===== src/rtl/instr_seq.sv =====
// Instruction sequencer: FIFO-buffered fetch, decode and repeat expansion into datapath commands.
// Optional issued-command counter is enabled with `define INSTR_SEQ_STATS_EN.
module instr_seq #(
    parameter int INSTR_W     = 32,
    parameter int DEPTH       = 8,
    parameter int OP_W        = 4,
    parameter int RPT_W       = 8,
    parameter int ADDR_W      = 12,
    parameter int ADDR_STRIDE = 1
) (
    input  logic                       clk,
    input  logic                       rst,
    input  logic                       in_valid,
    input  logic [INSTR_W-1:0]         in_instr,
    output logic                       in_ready,
    output logic                       cmd_valid,
    input  logic                       cmd_ready,
    output logic [OP_W-1:0]            cmd_op,
    output logic [ADDR_W-1:0]          cmd_addr,
    output logic                       cmd_start,
    output logic                       cmd_last,
    input  logic                       done,
    output logic                       busy,
    output logic [$clog2(DEPTH):0]     fifo_count,
    output logic                       overflow,
    output logic [31:0]                cmd_total
);
    localparam int PTR_W   = $clog2(DEPTH);
    localparam int CNT_W   = PTR_W + 1;
    localparam int FIELD_W = 2 + OP_W + RPT_W + ADDR_W;
    localparam logic [ADDR_W-1:0] STRIDE = ADDR_W'(ADDR_STRIDE);
    localparam logic [CNT_W-1:0]  FULL_CNT = CNT_W'(DEPTH);

    typedef enum logic [1:0] {S_IDLE, S_ISSUE, S_WAIT} state_t;

    logic [FIELD_W-1:0] mem_q [DEPTH];
    logic [PTR_W-1:0]   wr_ptr_q, wr_ptr_d, rd_ptr_q, rd_ptr_d;
    logic [CNT_W-1:0]   count_q, count_d;
    logic               overflow_q, overflow_d;
    state_t             state_q, state_d;
    logic               valid_q, valid_d;
    logic [OP_W-1:0]    op_q, op_d;
    logic [ADDR_W-1:0]  addr_q, addr_d;
    logic               start_q, start_d;
    logic               last_q, last_d;
    logic               lflag_q, lflag_d;
    logic [RPT_W-1:0]   rpt_q, rpt_d;
    logic [RPT_W-1:0]   k_q, k_d;

    logic               full, push, pop;
    logic [FIELD_W-1:0] head;
    logic [OP_W-1:0]    h_op;
    logic [RPT_W-1:0]   h_rpt;
    logic [ADDR_W-1:0]  h_base;

    assign full   = (count_q == FULL_CNT);
    assign push   = in_valid && !full;
    assign head   = mem_q[rd_ptr_q];
    assign h_op   = head[2 +: OP_W];
    assign h_rpt  = head[2+OP_W +: RPT_W];
    assign h_base = head[2+OP_W+RPT_W +: ADDR_W];

    always_comb begin
        state_d    = state_q;
        valid_d    = valid_q;
        op_d       = op_q;
        addr_d     = addr_q;
        start_d    = start_q;
        last_d     = last_q;
        lflag_d    = lflag_q;
        rpt_d      = rpt_q;
        k_d        = k_q;
        pop        = 1'b0;
        overflow_d = overflow_q | (in_valid && full);
        unique case (state_q)
            S_IDLE: begin
                if (count_q != '0) begin
                    pop = 1'b1;
                    // NOPs are consumed here without leaving IDLE
                    if (h_op != '0) begin
                        state_d = S_ISSUE;
                        valid_d = 1'b1;
                        op_d    = h_op;
                        addr_d  = h_base;
                        start_d = head[0];
                        last_d  = head[1] && (h_rpt == '0);
                        lflag_d = head[1];
                        rpt_d   = h_rpt;
                        k_d     = '0;
                    end
                end
            end
            S_ISSUE: begin
                if (cmd_ready) begin
                    if (k_q != rpt_q) begin
                        k_d     = k_q + 1'b1;
                        addr_d  = addr_q + STRIDE;
                        start_d = 1'b0;
                        last_d  = lflag_q && ((k_q + 1'b1) == rpt_q);
                    end else begin
                        state_d = lflag_q ? S_WAIT : S_IDLE;
                        valid_d = 1'b0;
                        op_d    = '0;
                        addr_d  = '0;
                        start_d = 1'b0;
                        last_d  = 1'b0;
                    end
                end
            end
            S_WAIT: begin
                if (done) state_d = S_IDLE;
            end
            default: state_d = S_IDLE;
        endcase
    end

    always_comb begin
        wr_ptr_d = push ? wr_ptr_q + 1'b1 : wr_ptr_q;
        rd_ptr_d = pop ? rd_ptr_q + 1'b1 : rd_ptr_q;
        count_d  = count_q;
        unique case ({push, pop})
            2'b10:   count_d = count_q + 1'b1;
            2'b01:   count_d = count_q - 1'b1;
            default: count_d = count_q;
        endcase
    end

    always_ff @(posedge clk) begin
        if (push) mem_q[wr_ptr_q] <= in_instr[FIELD_W-1:0];
    end

    always_ff @(posedge clk or negedge rst) begin
        if (!rst) begin
            state_q    <= S_IDLE;
            wr_ptr_q   <= '0;
            rd_ptr_q   <= '0;
            count_q    <= '0;
            overflow_q <= 1'b0;
            valid_q    <= 1'b0;
            op_q       <= '0;
            addr_q     <= '0;
            start_q    <= 1'b0;
            last_q     <= 1'b0;
            lflag_q    <= 1'b0;
            rpt_q      <= '0;
            k_q        <= '0;
        end else begin
            state_q    <= state_d;
            wr_ptr_q   <= wr_ptr_d;
            rd_ptr_q   <= rd_ptr_d;
            count_q    <= count_d;
            overflow_q <= overflow_d;
            valid_q    <= valid_d;
            op_q       <= op_d;
            addr_q     <= addr_d;
            start_q    <= start_d;
            last_q     <= last_d;
            lflag_q    <= lflag_d;
            rpt_q      <= rpt_d;
            k_q        <= k_d;
        end
    end

`ifdef INSTR_SEQ_STATS_EN
    logic [31:0] total_q, total_d;

    always_comb total_d = total_q + ((valid_q && cmd_ready) ? 32'd1 : 32'd0);

    always_ff @(posedge clk or negedge rst) begin
        if (!rst) total_q <= '0;
        else      total_q <= total_d;
    end

    assign cmd_total = total_q;
`else
    assign cmd_total = '0;
`endif

    assign in_ready   = !full;
    assign fifo_count = count_q;
    assign overflow   = overflow_q;
    assign cmd_valid  = valid_q;
    assign cmd_op     = op_q;
    assign cmd_addr   = addr_q;
    assign cmd_start  = start_q;
    assign cmd_last   = last_q;
    assign busy       = (state_q != S_IDLE) || (count_q != '0);
endmodule


===== config.mk =====
export PLATFORM = sky130hd
export DESIGN_NAME = instr_seq
export DESIGN_NICKNAME = d
export VERILOG_FILES = /design/src/rtl/instr_seq.sv
export SDC_FILE = /design/constraint.sdc
export NUM_CORES = 1
export LEC_CHECK = 0
export ABC_AREA = 1
export CAP_MARGIN = 20
export CORE_UTILIZATION = 30
export DETAILED_ROUTE_END_ITERATION = 16
export GPL_TIMING_DRIVEN = 0
export PLACE_DENSITY = 0.52
export SKIP_LAST_GASP = 1
export SLEW_MARGIN = 20
export SYNTH_ARGS = -nofsm -noshare
export SYNTH_HDL_FRONTEND = slang
export SYNTH_SLANG_ARGS = --single-unit

===== constraint.sdc =====
create_clock -name clk -period 2.9 [get_ports clk]
set_clock_uncertainty 0.15 [all_clocks]
set_input_delay 0.435 -clock clk [delete_from_list [all_inputs] [get_ports clk]]
set_output_delay 0.435 -clock clk [all_outputs]
set_load 0.02 [all_outputs]

==> impl_metrics.tcl <==
# metrics dict for downstream scripts
set metrics [dict create \
    drive_gt1_share_pct 11.1 \
    drc 0 \
    p_leak_nw 5.50 \
    avgSynthCellArea_um2 10.6 \
    cp-startpoint "fifo_count[1]$_DFFE_PN0P_" \
    post_cts_buffers 0 \
    cts_sinks 257 \
    synthCells 1078 \
    vias 7746 \
    drt_first_pass_iters 5 \
    combPwrFrac_pct 41.2 \
    worstPathMaxFanout 12 \
    setup-tns-final_ns 0 \
    p_sw_mw 5.68 \
    setup_violations 0 \
    rsz0062_at_grt "false" \
    area_delta_synth_final_pct 21.5 \
    min_period_ns 2.74 \
    status "complete, no violations" \
    antenna_cells 0 \
    warnings 33 \
    cts_hold_buf 1 \
    finalMaxSlewViolations 0 \
    lay_top_count "nand2_1" \
    cts-root-buf "clkbuf_16" \
    stdcell_area_um2 13900 \
    yosys_cells 1078 \
    routed_wl_um 28800 \
    routedWlPerCell_um 16.6 \
    die_area_um2 38900 \
    netlist_area_um2 11400 \
    r2r-end "fifo_count[3]$_DFFE_PN0P_" \
    critPathArrivalTime_ns 2.15 \
    slew-limit-headroom_pct 43.3 \
    cts_buffers 27 \
    antenna_found_initial 0 \
    p_comb_mw 6.00 \
    finalHoldViolCount 0 \
    worstReg2RegStart "state_q[0]$_DFFE_PN0P_" \
    p_int_mw 8.87 \
    cp-end-kind "output port" \
    synth_flop_count 257 \
    fp-utilization_pct 30.5 \
    tightest_slew_ns 0.851 \
    finalNetCount 1247 \
    globalplace.congestion 0.786 \
    ys_warn_count 0 \
    cts.clk_slew.worst_paths_ns 0.06 \
    postPlaceCellArea_um2 13000 \
    gr-usage-all-layers_pct 14.9 \
    die_x_um 197 \
    p_sw_share_pct 39.0 \
    ir_drop_mv 0.475 \
    seq_area_frac_synth_pct 65.3 \
    dp_hpwl_um 19200 \
    period_used_pct 94.3 \
    final_cell_mix "nand2_1, edfxtp_1, nor2_1" \
    cts_max_path_buffers 3 \
    max_freq_mhz 366 \
    pg_seq_mw 5.12 \
    worstPathRequired_ns 2.32 \
    endpoint "busy" \
    tritoncts "built" \
    grt.overflow.total 0 \
    start_kind "register" \
    sequentialPowerShare_pct 35.2 \
    r2r_slack_ns 0.28 \
    grt_pass1_wl_um 44000 \
    drtIter0Drc 443 \
    via_per_inst 4.47 \
    synth_cell_types 44 \
    synth_chip_area_um2 11400 \
    ant_nets 0 \
    htree_levels 1 \
    die_h_um 197 \
    fin_hold_ws_ns 0.325 \
    ctsResizeCount 1 \
    rr_worst_depth 12 \
    critPathKind "reg2out" \
    grt_pass1_vias 7419 \
    fill_cells 3645 \
]
[logic make-up (layout without fill, tap and decap cells)]
| kind of cell | count (synthesis) | count (layout) | share of synthesized area (%) |
|---|---|---|---|
| AOI/OAI and AO/OA | 149 | 149 | 7.49 |
| xor gates and xnor gates | 28 | 28 | 2.14 |
| adders and majority gates | 8 | 8 | 0.940 |
| buffers and inverters | 172 | 283 | 7.36 |
| DFF | 257 | 257 | 65.3 |
| other | 1 | 32 | 0.0328 |
| and+or+nand+nor | 463 | 463 | 16.8 |
[state kept, by name, summed over array words and instances (netlist names), 2 cells and up]
| register | count |
|---|---|
| cmd_op | 4 |
| cmd_addr | 12 |
| rpt_q | 8 |
| wr_ptr_q | 3 |
| fifo_count | 4 |
| mem_q | 208 |
| k_q | 8 |
| rd_ptr_q | 3 |
| state_q | 2 |
[per-stage QoR]
step / cells / worst slack, ns / utilization, % / total power, mW
global route: 1731 / 0.00546 / 37.0 / 15.5
finish: 1731 / 0.164 / 37.0 / 14.5
detailed placement: 1684 / 0.118 / 34.7 / 11.2
CTS: 1731 / 0.0901 / 37.0 / 14.7
floorplan: 1109 / -0.0554 / - / 8.92
global placement: 1676 / -1.60 / 34.0 / 11.0
[layout make-up]
class / instances / area [µm²] / area share (%)
buffer: 82 / 504 / 3.63
clock buffer: 38 / 717 / 5.16
clock inverter: 9 / 146 / 1.05
inverter: 89 / 334 / 2.40
multi-input combinational: 680 / 3310 / 23.8
sequential: 257 / 7470 / 53.7
tap: 511 / 639 / 4.60
timing repair buffer: 65 / 779 / 5.61
[synth_stat cells]
master	instances	area [µm²]
nand2_1	220	826
buf_2	20	100
ha_1	7	87.6
o21ai_1	7	35.0
nand2b_1	1	6.26
and3_1	1	6.26
o21bai_1	1	7.51
o21ai_2	1	8.76
buf_1	4	15.0
a31oi_1	1	6.26
inv_1	87	327
a31o_2	1	8.76
clkinv_1	1	3.75
clkbuf_2	2	10.0
o22ai_2	1	12.5
conb_1	1	3.75
fa_1	1	20.0
o21a_1	2	15.0
clkbuf_1	15	56.3
buf_6	3	33.8
buf_4	39	293
o22ai_1	10	62.6
xnor2_1	11	96.3
nand3_1	74	370
nand2_4	2	22.5
a21oi_1	14	70.1
a21oi_2	2	17.5
nand4_1	11	68.8
nor3_1	3	15.0
inv_2	1	3.75
nor2_4	1	11.3
nand3b_1	1	7.51
nand2_2	2	12.5
nor2_2	1	6.26
xor2_1	17	149
nor2_1	139	522
edfxtp_1	208	6250
o221ai_1	4	35.0
or2_2	7	43.8
dfrtp_1	49	1230
a211oi_1	1	7.51
a21o_1	1	7.51
o211ai_1	19	143
o21ai_0	84	420
[routing by layer]
layer | track usage (%) | vias up | share of wire (%)
met4 | 2.76 | 0 | 1.1
li1 | - | 3832 | -
met2 | 25.1 | 175 | 47
met3 | 2.12 | 25 | 4.6
met1 | 20.6 | 3714 | 47
met5 | 0 | - | 0
[worst max-delay path: stages (launching register included)]
cell and delay (ns):
dfrtp_1 0.44, nor2_1 0.16, nand3_1 0.12, inv_1 0.17, nand2_1 0.30, dlygate4sd2_1 0.43
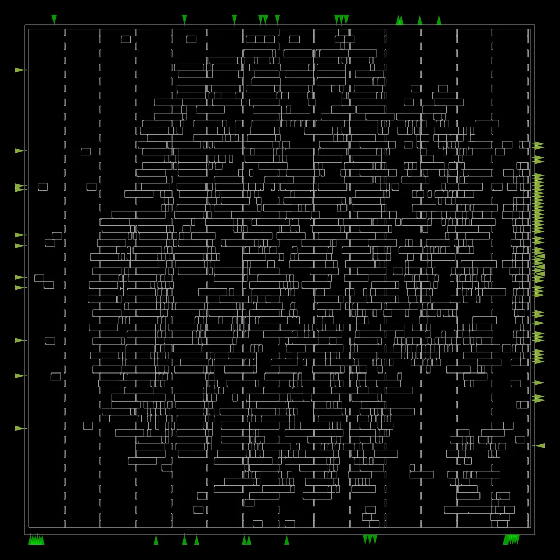
*Placed standard cells*
CORE AREA: 37600 µm²
fin util: 37.0%
FP Rows: 71
seq_cells: 257
flop share of the area: 53.7%

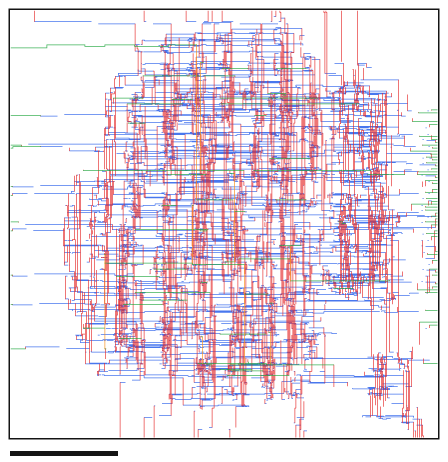
*Signal wires by layer*
The bar under the picture is 50 µm long.
Orange is metal 4, wire length 320 µm. Green is metal 3, wire length 1320 µm. Blue is metal 1, wire length 13600 µm. Red is metal 2, wire length 13600 µm.

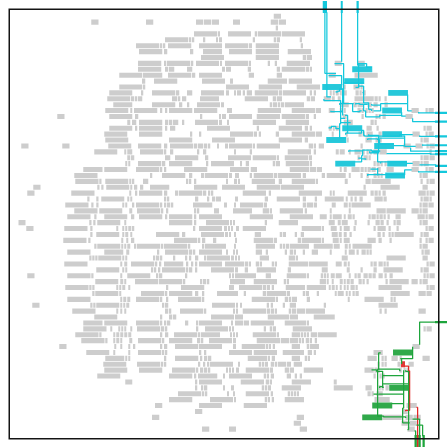
*I/O nets highlighted*
Red is in_ready, direction output, edge bottom, end cells 1, buffers 1, wire 39.1 µm. Cyan is cmd_addr, direction output, edge 8 right, 4 top, end cells 12, buffers 12, wire 636 µm. Green is fifo_count, direction output, edge 3 bottom, 1 right, end cells 4, buffers 4, wire 224 µm.
Port Buffers: 56
Boundary Pins: 95

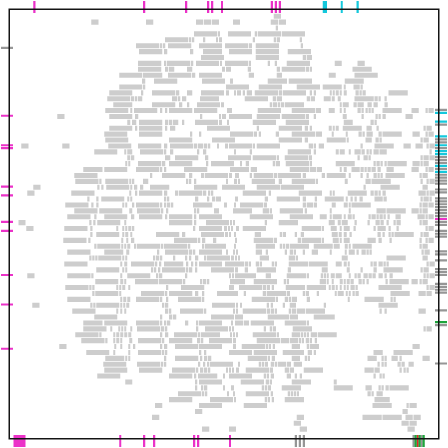
*I/O pins on the die edge*
Pins as bars across the die edge, other pins in gray.
Red is in_ready, pins 1, direction output, edge bottom. Magenta is in_instr, pins 32, direction input, edge 12 bottom, 10 left, 9 top, 1 right. Green is fifo_count, pins 4, direction output, edge 3 bottom, 1 right. Cyan is cmd_addr, pins 12, direction output, edge 8 right, 4 top.
All pins by edge: 50 right, 21 bottom, 13 top, 11 left.

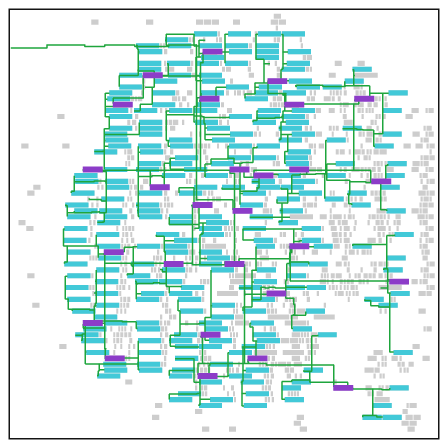
*Routed clock nets over the placement*
Cyan is flip-flops, count 257. Green is clock wires, length 3130 µm. Purple is clock drivers, count 27.
There are 28 routed clock nets.
worst skew pair latency: 0.53 ns
Clk power: 3.43 mW
Clock Power Share: 23.6%

Power and IR drop assume default switching activity.
